run_1/io_fan.png
(4 px per um)
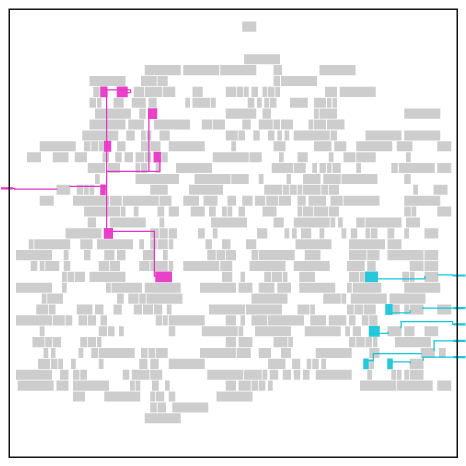
run_1/logic_types.png
(3 px per um)
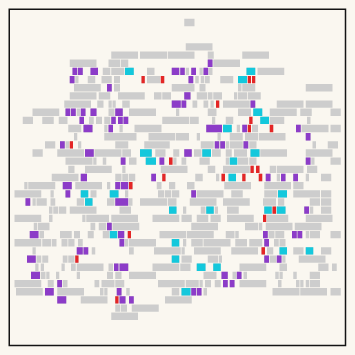
run_1/metal_density.png
(3 px per um) 22 x 22 tiles, from white (low) to dark blue (high), scaled to the fullest tile. Values are wire area over tile area, all layers added.
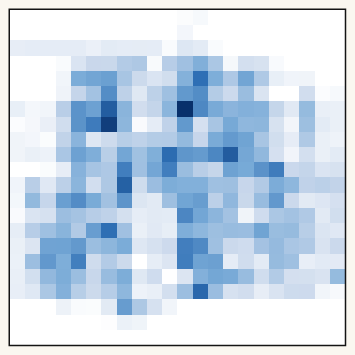
### config.mk
export PLATFORM = sky130hd
export DESIGN_NAME = ad_data_in_delay_cal
export DESIGN_NICKNAME = d
export VERILOG_FILES = /design/src/rtl/ad_data_in_delay_cal.sv
export SDC_FILE = /design/constraint.sdc
export NUM_CORES = 1
export LEC_CHECK = 0
export CAP_MARGIN = 5
export CORE_UTILIZATION = 33
export CTS_CLUSTER_DIAMETER = 80
export DETAILED_ROUTE_END_ITERATION = 8
export PLACE_DENSITY = 0.55
export SLEW_MARGIN = 20
export SYNTH_ARGS = -nofsm -noshare
export SYNTH_HDL_FRONTEND = slang
export SYNTH_SLANG_ARGS = --single-unit
### constraint.sdc
create_clock -name up_clk -period 3.4 [get_ports up_clk]
set_input_delay 0.51 -clock up_clk [delete_from_list [all_inputs] [get_ports up_clk]]
set_output_delay 0.51 -clock up_clk [all_outputs]
set_load 0.005 [all_outputs]
### src/rtl/ad_data_in_delay_cal.sv
// Per-lane IDELAY tap calibration: sweeps taps 0..31, scores a 1010 training
// bit, loads the centre of the widest clean window. Optional: AD_DATA_IN_DELAY_CAL_READBACK_EN.
//
// Ports: up_clk/up_rstn clock and async active-low reset;
//   cal_start (in) run request, adc_valid/adc_data (in) captured training bit,
//   up_drdata (in) tap readback, up_dld/up_dwdata (out) tap-load strobe/value,
//   cal_busy/cal_done/cal_fail (out) status, cal_tap/cal_window (out) result.
module ad_data_in_delay_cal #(
  parameter int SAMPLES_PER_TAP = 256,
  parameter int SETTLE_CYCLES   = 16,
  parameter int MIN_WINDOW      = 4
) (
  input  logic       up_clk,
  input  logic       up_rstn,
  input  logic       cal_start,
  input  logic       adc_valid,
  input  logic       adc_data,
  input  logic [4:0] up_drdata,
  output logic       up_dld,
  output logic [4:0] up_dwdata,
  output logic       cal_busy,
  output logic       cal_done,
  output logic       cal_fail,
  output logic [4:0] cal_tap,
  output logic [5:0] cal_window
);

  typedef enum logic [3:0] {
    S_IDLE, S_LOAD, S_SETTLE, S_SAMPLE, S_EVAL,
    S_NEXT, S_APPLY, S_VERIFY, S_DONE
  } state_t;

  localparam logic [15:0] SET_LAST = 16'(SETTLE_CYCLES - 1);
  localparam logic [15:0] SMP_LAST = 16'(SAMPLES_PER_TAP - 1);
  localparam logic [5:0]  MIN_W    = 6'(MIN_WINDOW);

  state_t      state, state_n;
  logic [15:0] cnt;
  logic [4:0]  tap;
  logic        prev, seeded;
  logic [7:0]  err_cnt;
  logic [4:0]  run_start, best_start;
  logic [5:0]  run_len, best_len;

  logic        pass, closing, win_ok, vdone;
  logic [4:0]  nrun_start, cls_start, target;
  logic [5:0]  nrun_len, cls_len;

`ifdef AD_DATA_IN_DELAY_CAL_READBACK_EN
  assign vdone = (cnt == 16'd2);
`else
  logic unused_drdata;
  assign unused_drdata = ^up_drdata;
  assign vdone = 1'b1;
`endif

  assign win_ok = (best_len >= MIN_W);
  assign target = win_ok ? 5'(best_start + best_len[5:1]) : 5'd0;

  // Run tracking for the EVAL step; the tap-31 pass closes the run
  // including the current tap.
  always_comb begin
    pass       = (err_cnt == 8'd0);
    nrun_start = run_start;
    nrun_len   = run_len;
    cls_start  = run_start;
    cls_len    = run_len;
    closing    = 1'b1;
    if (pass) begin
      if (run_len == 6'd0) nrun_start = tap;
      nrun_len  = run_len + 6'd1;
      cls_start = nrun_start;
      cls_len   = nrun_len;
      closing   = (tap == 5'd31);
    end else begin
      nrun_len = 6'd0;
    end
  end

  always_comb begin
    state_n = state;
    unique case (state)
      S_IDLE:   if (cal_start) state_n = S_LOAD;
      S_LOAD:   state_n = S_SETTLE;
      S_SETTLE: if (cnt == SET_LAST) state_n = S_SAMPLE;
      S_SAMPLE: if (adc_valid && cnt == SMP_LAST) state_n = S_EVAL;
      S_EVAL:   state_n = (tap == 5'd31) ? S_APPLY : S_NEXT;
      S_NEXT:   state_n = S_LOAD;
      S_APPLY:  state_n = S_VERIFY;
      S_VERIFY: if (vdone) state_n = S_DONE;
      S_DONE:   state_n = S_IDLE;
      default:  state_n = S_IDLE;
    endcase
  end

  assign up_dld    = (state == S_LOAD) || (state == S_APPLY);
  assign up_dwdata = (state == S_APPLY) ? target : tap;
  assign cal_busy  = (state != S_IDLE);
  assign cal_done  = (state == S_DONE);

  always_ff @(posedge up_clk or negedge up_rstn) begin
    if (!up_rstn) begin
      state      <= S_IDLE;
      cnt        <= '0;
      tap        <= '0;
      prev       <= 1'b0;
      seeded     <= 1'b0;
      err_cnt    <= '0;
      run_start  <= '0;
      run_len    <= '0;
      best_start <= '0;
      best_len   <= '0;
      cal_fail   <= 1'b0;
      cal_tap    <= '0;
      cal_window <= '0;
    end else begin
      state <= state_n;
      unique case (state)
        S_IDLE: if (cal_start) begin
          cal_fail   <= 1'b0;
          tap        <= '0;
          run_start  <= '0;
          run_len    <= '0;
          best_start <= '0;
          best_len   <= '0;
        end
        S_LOAD: cnt <= '0;
        S_SETTLE: begin
          cnt     <= (cnt == SET_LAST) ? 16'd0 : cnt + 16'd1;
          seeded  <= 1'b0;
          err_cnt <= '0;
        end
        S_SAMPLE: if (adc_valid) begin
          cnt    <= cnt + 16'd1;
          prev   <= adc_data;
          seeded <= 1'b1;
          if (seeded && adc_data == prev && err_cnt != 8'hff)
            err_cnt <= err_cnt + 8'd1;
        end
        S_EVAL: begin
          run_start <= nrun_start;
          run_len   <= nrun_len;
          if (closing && cls_len > best_len) begin
            best_start <= cls_start;
            best_len   <= cls_len;
          end
        end
        S_NEXT: tap <= tap + 5'd1;
        S_APPLY: begin
          cal_tap    <= target;
          cal_window <= best_len;
          cnt        <= '0;
          if (!win_ok) cal_fail <= 1'b1;
        end
        S_VERIFY: begin
          cnt <= cnt + 16'd1;
`ifdef AD_DATA_IN_DELAY_CAL_READBACK_EN
          if (vdone && up_drdata != cal_tap) cal_fail <= 1'b1;
`endif
        end
        default: ;
      endcase
    end
  end

endmodule

==> run_results.csv, run 1 <==
group,metric,value,unit
cts,cts_root_buf,"clkbuf_16",
cts,htree_num_levels,3,
final_timing,holdWs,0.221,ns
power_and_ir_drop,seq_power_share,0.435,
cts,numCtsBuffers,9,
die,dieHeight,112,um
detailed_routing,drc_errors,4,
global_routing,grt.overflow.total,0,
run_status,status,"finished, violations left",
cells_and_area,drive_above_1_share,0.107,
die,core-area,11600,um^2
worst_setup_path,cp.required,3.61,ns
power_and_ir_drop,p_total,2.18,mW
power_and_ir_drop,power.internal,1.61,mW
logic_synthesis,common_cells,"dfrtp_1, nand2_1, o21ai_0",
final_timing,worst_pin_slew,0.691,ns
logic_synthesis,ys_chip_area,3960,um^2
cells_and_area,n_antenna_cell,0,
final_timing,fin_crit,3.11,ns
power_and_ir_drop,combPwrFrac,0.139,
logic_synthesis,edf_count,0,
logic_synthesis,syn-num-nets,445,
cts,hold_buffers,0,
cts,cts_num_sinks,69,
final_timing,finalSetupTns,0,ns
power_and_ir_drop,leakage,2.15,nW
die,fp.dieArea,12500,um^2
cts,post_cts_resized,0,
placed_design,dpl_cell_area,4380,um^2
final_timing,slew_violations,0,
final_timing,post-route-period-util,0.915,
run_status,violations,"DRC",
logic_synthesis,synth_warnings,0,
cells_and_area,fin_nets,480,
power_and_ir_drop,peakVddDrop,210,uV
-- io_fan.png (at the start) --
cyan -> up_dwdata  # bits 5, direction output, end cells 5, buffers 5, wire 86.2 um
magenta -> adc_valid  # bits 1, direction input, end cells 8, buffers 1, wire 120 um
Top Ports: 30
I/O Buffers: 24

-- logic_types.png (at the start) --
purple -> aoi and oai cells  # cells 80, most used o21ai_0, where spread over the die
red -> inv cells  # cells 23, most used inv_1
cyan -> non-inverting ao/oa cells  # cells 28, most used a21o_1
combinational share of cell area: 0.443
post-route non-filler standard cell count: 599
most frequent logic cell in the layout: dfrtp_1

-- metal_density.png (at the start) --
nearly empty tiles = 26%
mean over tiles = 0.11
densest ninth of the die = middle
Overall Global Routing Usage: 0.157
Routed WL: 9080 um
Avg WL per Cell: 15.2 um
via count: 3,206

-- run 1: kinds of logic after synthesis --
family / count (synthesis) / share of synthesized area
xor+xnor: 7 / 0.0155
compound gates: 107 / 0.176
simple gates: 159 / 0.224
buf+inv: 38 / 0.0417
mux: 17 / 0.0455
flops: 69 / 0.436
fa+ha+maj: 19 / 0.0619
-- run 1: registers in the layout (all words and copies together) (netlist names) --
signal	flops
cal_window	6
tap	5
state	4
prev	1
run_start	5
best_len	6
cal_tap	5
cnt	16
run_len	6
err_cnt	8
cal_fail	1
seeded	1
best_start	5
-- run 1: worst paths after layout --
| check | startpoint | cells after the start | to | slack (ns) |
|---|---|---|---|---|
| hold reg to reg | cal_tap[2]$_DFFE_PN0P_ | 1 | cal_tap[2]$_DFFE_PN0P_ | 0.47 |
| min in group up_clk | cal_tap[2]$_DFFE_PN0P_ | 1 | cal_tap[2]$_DFFE_PN0P_ | 0.47 |
| setup / recovery | err_cnt[0]$_DFFE_PN0P_ | 11 | best_start[1]$_DFFE_PN0P_ | 0.29 |
| max in group asynchronous | up_rstn | 2 | err_cnt[7]$_DFFE_PN0P_ | 2.40 |
| setup reg to reg | err_cnt[0]$_DFFE_PN0P_ | 11 | best_start[1]$_DFFE_PN0P_ | 0.29 |
| hold / removal | up_rstn | 1 | cal_tap[2]$_DFFE_PN0P_ | 0.22 |
-- run 1: per-layer routing --
layer | track usage | vias up | share of wire
li1 | - | 1597 | -
met1 | 0.210 | 1530 | 0.49
met2 | 0.247 | 70 | 0.46
met3 | 0.0446 | 9 | 0.042
met4 | 0.0459 | 0 | 0.013
met5 | 0 | - | 0
-- run 1: area by class of cell --
cell class / count / area [um^2] / share of cell area
flip-flops and latches: 69 / 1730 / 0.366
multi-input cells: 310 / 2090 / 0.443
inverters: 23 / 86.3 / 0.0183
clock buffers: 12 / 246 / 0.0522
well taps: 143 / 179 / 0.0379
repair buffers: 38 / 340 / 0.0721
clock inverters: 4 / 47.5 / 0.0101
-- run 1: cell usage in the layout, fill, tap and decap left out, types with 10 or more instances in the layout --
master,n
and3_1,10
a21oi_1,17
nand3_1,20
a22o_1,10
buf_4,14
nand2_1,50
o21ai_0,38
ha_1,18
inv_1,23
a21o_1,13
dfrtp_1,69
clkdlybuf4s50_1,23
nor2_1,25
-- run 1: power by group through the flow --
stage               sequential (mW)  combinational, mW  clock (mW)
floorplan                     0.953              0.186           0
global placement              0.958              0.288           0
detailed placement            0.960              0.298           0
CTS                           0.948              0.297       0.956
global route                  0.961              0.346       0.991
finish                        0.948              0.303       0.927
-- run 1: metrics by stage --
| step | setup slack [ns] | util | instances |
|---|---|---|---|
| finish | 0.289 | 0.408 | 599 |
| global route | 0.0375 | 0.408 | 599 |
| CTS | 0.103 | 0.404 | 595 |
| detailed placement | 0.117 | 0.379 | 579 |
| global placement | 0.187 | 0.379 | 579 |
| floorplan | 0.344 | - | 416 |
-- run 1: critical path, stage by stage (launching register included) --
cell and delay [ns]:
dfrtp_1 0.38, inv_1 0.06, ha_1 0.14, or3b_2 0.50, nor4_2 0.30, xor2_1 0.22
ha_1 0.29, a21oi_1 0.14, o21ai_0 0.12, o221ai_2 0.25, a21o_2 0.25, mux2_1 0.34
run_1/congestion.png
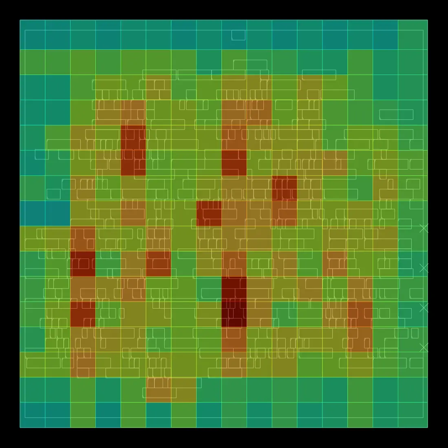

--- run 2 (diff from run 1) ---
--- a/config.mk
+++ b/config.mk
@@ -9,7 +9,7 @@
 export CORE_UTILIZATION = 33
 export CTS_CLUSTER_DIAMETER = 80
 export DETAILED_ROUTE_END_ITERATION = 8
-export PLACE_DENSITY = 0.55
+export PLACE_DENSITY = 0.59
 export SLEW_MARGIN = 20
 export SYNTH_ARGS = -nofsm -noshare
 export SYNTH_HDL_FRONTEND = slang
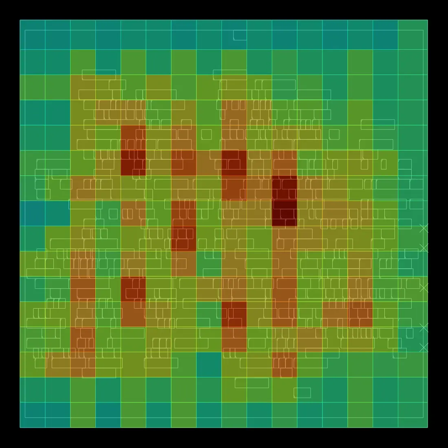
run_2/congestion.png
met3 usage: 0.0446
Avg WL per Cell: 14.9 um

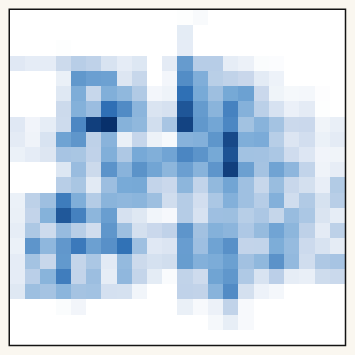
run_2/metal_density.png
(3 px per um) 22 x 22 tiles, from white (low) to dark blue (high), scaled to the fullest tile. Values are wire area over tile area, all layers added.
emptiest ninth of the die = top right
mean over tiles = 0.11
fullest tile = 0.50
nearly empty tiles = 32%
tiles over half the peak = 13%
densest ninth of the die = middle
Overall Global Routing Usage: 0.153
via count: 3,189

==> run 2 against run 1 <==
The run still ends with DRC left; clock power grew 4.6%; sequential cell count unchanged; cell count unchanged; synthesized cell count is the same; clock skew increased by 0.0052 ns; non-clock buffer count rose by 1; utilization rose by 0.097 points; critical path type unchanged.
==> run_results.csv, run 2 <==
group,metric,value,unit
logic_synthesis,simple_gate_share,0.224,
power_and_ir_drop,p_total,2.22,mW
logic_synthesis,synthMuxAreaShare,0.0455,
global_routing,grt.overflow.total,0,
cells_and_area,fin_nets,480,
cells_and_area,most-common-layout-cells,"dfrtp_1, nand2_1, o21ai_0",
final_timing,slew_violations,0,
final_timing,post-route-period-util,0.964,
final_timing,fin_crit,3.28,ns
worst_setup_path,critPathTopFamily,"simple AND/OR/NAND/NOR gates",
worst_setup_path,worstReg2RegEnd,"best_len[2]$_DFFE_PN0P_",
die,io_pins,30,
final_timing,worst_pin_slew,0.731,ns
logic_synthesis,synthXorXnorAreaFrac,0.0155,
final_timing,fin_ws,0.121,ns
run_status,violations,"DRC",
worst_setup_path,slowest_delay,0.50,ns
logic_synthesis,ys_chip_area,3960,um^2
run_status,status,"finished, violations left",
logic_synthesis,syn-num-nets,445,
logic_synthesis,edf_count,0,
die,core-area,11600,um^2
cts,htree_num_levels,3,
cells_and_area,drive_above_1_share,0.112,
power_and_ir_drop,combPwrFrac,0.137,
power_and_ir_drop,power.internal,1.63,mW
worst_setup_path,r2r_setup_slack,0.12,ns
logic_synthesis,aoi_share,0.176,
worst_setup_path,crit_top_cell,"ha_1",
worst_setup_path,r2r_start,"err_cnt[0]$_DFFE_PN0P_",
cells_and_area,lay_top_count,"dfrtp_1",
cells_and_area,largest_register,"cnt",
power_and_ir_drop,peakVddDrop,506,uV
cells_and_area,largestRegisters,"cnt (16), err_cnt (8)",
placed_design,dp_slack,0.0841,ns
worst_setup_path,cpMaxStageDelayCell,"or3b_2",
detailed_routing,drc_errors,5,
logic_synthesis,synth_warnings,0,
logic_synthesis,top_logic_kind,"simple AND/OR/NAND/NOR gates",
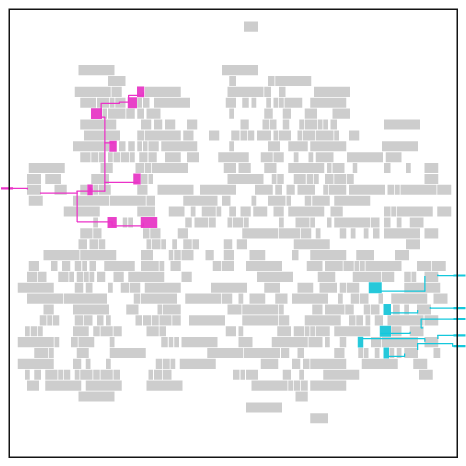
run_2/io_fan.png
(4 px per um)
cyan -> up_dwdata  # bits 5, direction output, end cells 5, buffers 5, wire 87.9 um
magenta -> adc_valid  # bits 1, direction input, end cells 8, buffers 1, wire 94.5 um

## run 2: power groups by stage
stage	combinational (mW)	sequential, mW	clock (mW)
2_1_floorplan	0.186	0.953	0
3_3_place_gp	0.291	0.958	0
3_5_place_dp	0.302	0.960	0
4_1_cts	0.302	0.948	0.990
5_1_grt	0.342	0.961	1.02
6_report	0.305	0.949	0.970
## run 2: cell type report
cell class | instances | area [um^2]
multi-input cells | 309 | 2080
flip-flops and latches | 69 | 1730
clock inverters | 5 | 58.8
inverters | 23 | 86.3
repair buffers | 39 | 348
clock buffers | 11 | 253
fillers | 1151 | 6840
well taps | 143 | 179
## run 2: how the worst max path moves through the flow
stage / start / end / slack, ns
floorplan: err_cnt[0]$_DFFE_PN0P_ / best_start[1]$_DFFE_PN0P_ / 0.34
global placement: err_cnt[0]$_DFFE_PN0P_ / best_start[3]$_DFFE_PN0P_ / 0.18
detailed placement: err_cnt[0]$_DFFE_PN0P_ / best_start[1]$_DFFE_PN0P_ / 0.08
CTS: err_cnt[0]$_DFFE_PN0P_ / best_start[1]$_DFFE_PN0P_ / 0.07
global route: err_cnt[0]$_DFFE_PN0P_ / best_len[2]$_DFFE_PN0P_ / -0.04
finish: err_cnt[0]$_DFFE_PN0P_ / best_len[2]$_DFFE_PN0P_ / 0.12
## run 2: cells by family (layout without fill, tap and decap cells)
| kind of cell | Yosys count | in the layout |
|---|---|---|
| AND-OR/OR-AND | 107 | 107 |
| XOR/XNOR | 7 | 7 |
| adder cells (fa/ha/maj) | 19 | 19 |
| buffers and inverters | 38 | 78 |
| flip-flops | 69 | 69 |
| multiplexers | 17 | 17 |
| AND/OR/NAND/NOR | 159 | 159 |
## run 2: worst register-to-register path, stage by stage (launching register included)
cell	delay [ns]
dfrtp_1	0.37
inv_1	0.06
ha_1	0.16
or3b_2	0.50
nor4_1	0.37
xor2_1	0.15
ha_1	0.34
nand4_1	0.13
a21oi_1	0.23
o221ai_2	0.17
a21o_2	0.30
buf_4	0.17
a22o_1	0.22
## run 2: what timing repair did
item	CTS	global route
setup buffers	0	2
endpoints found under the setup margin	0	5
resized	0	2
## run 2: per-stage QoR
step                      std cells  area, um^2  hold WS, ns
final                           599        4730        0.114
after detailed placement        581        4400        0.465
after CTS                       597        4710        0.120
after global placement          581        4400        0.458
after floorplan                 416        3960        0.214
after global routing            599        4730        0.136
## run 2: routing by layer
metal  routed length (um)  global-route usage
met5                    0                   0
met4                  126              0.0514
met3                  380              0.0446
met2                 3960               0.232
met1                 4440               0.208
No activity file was given, so power comes from the tool's default toggle rates.
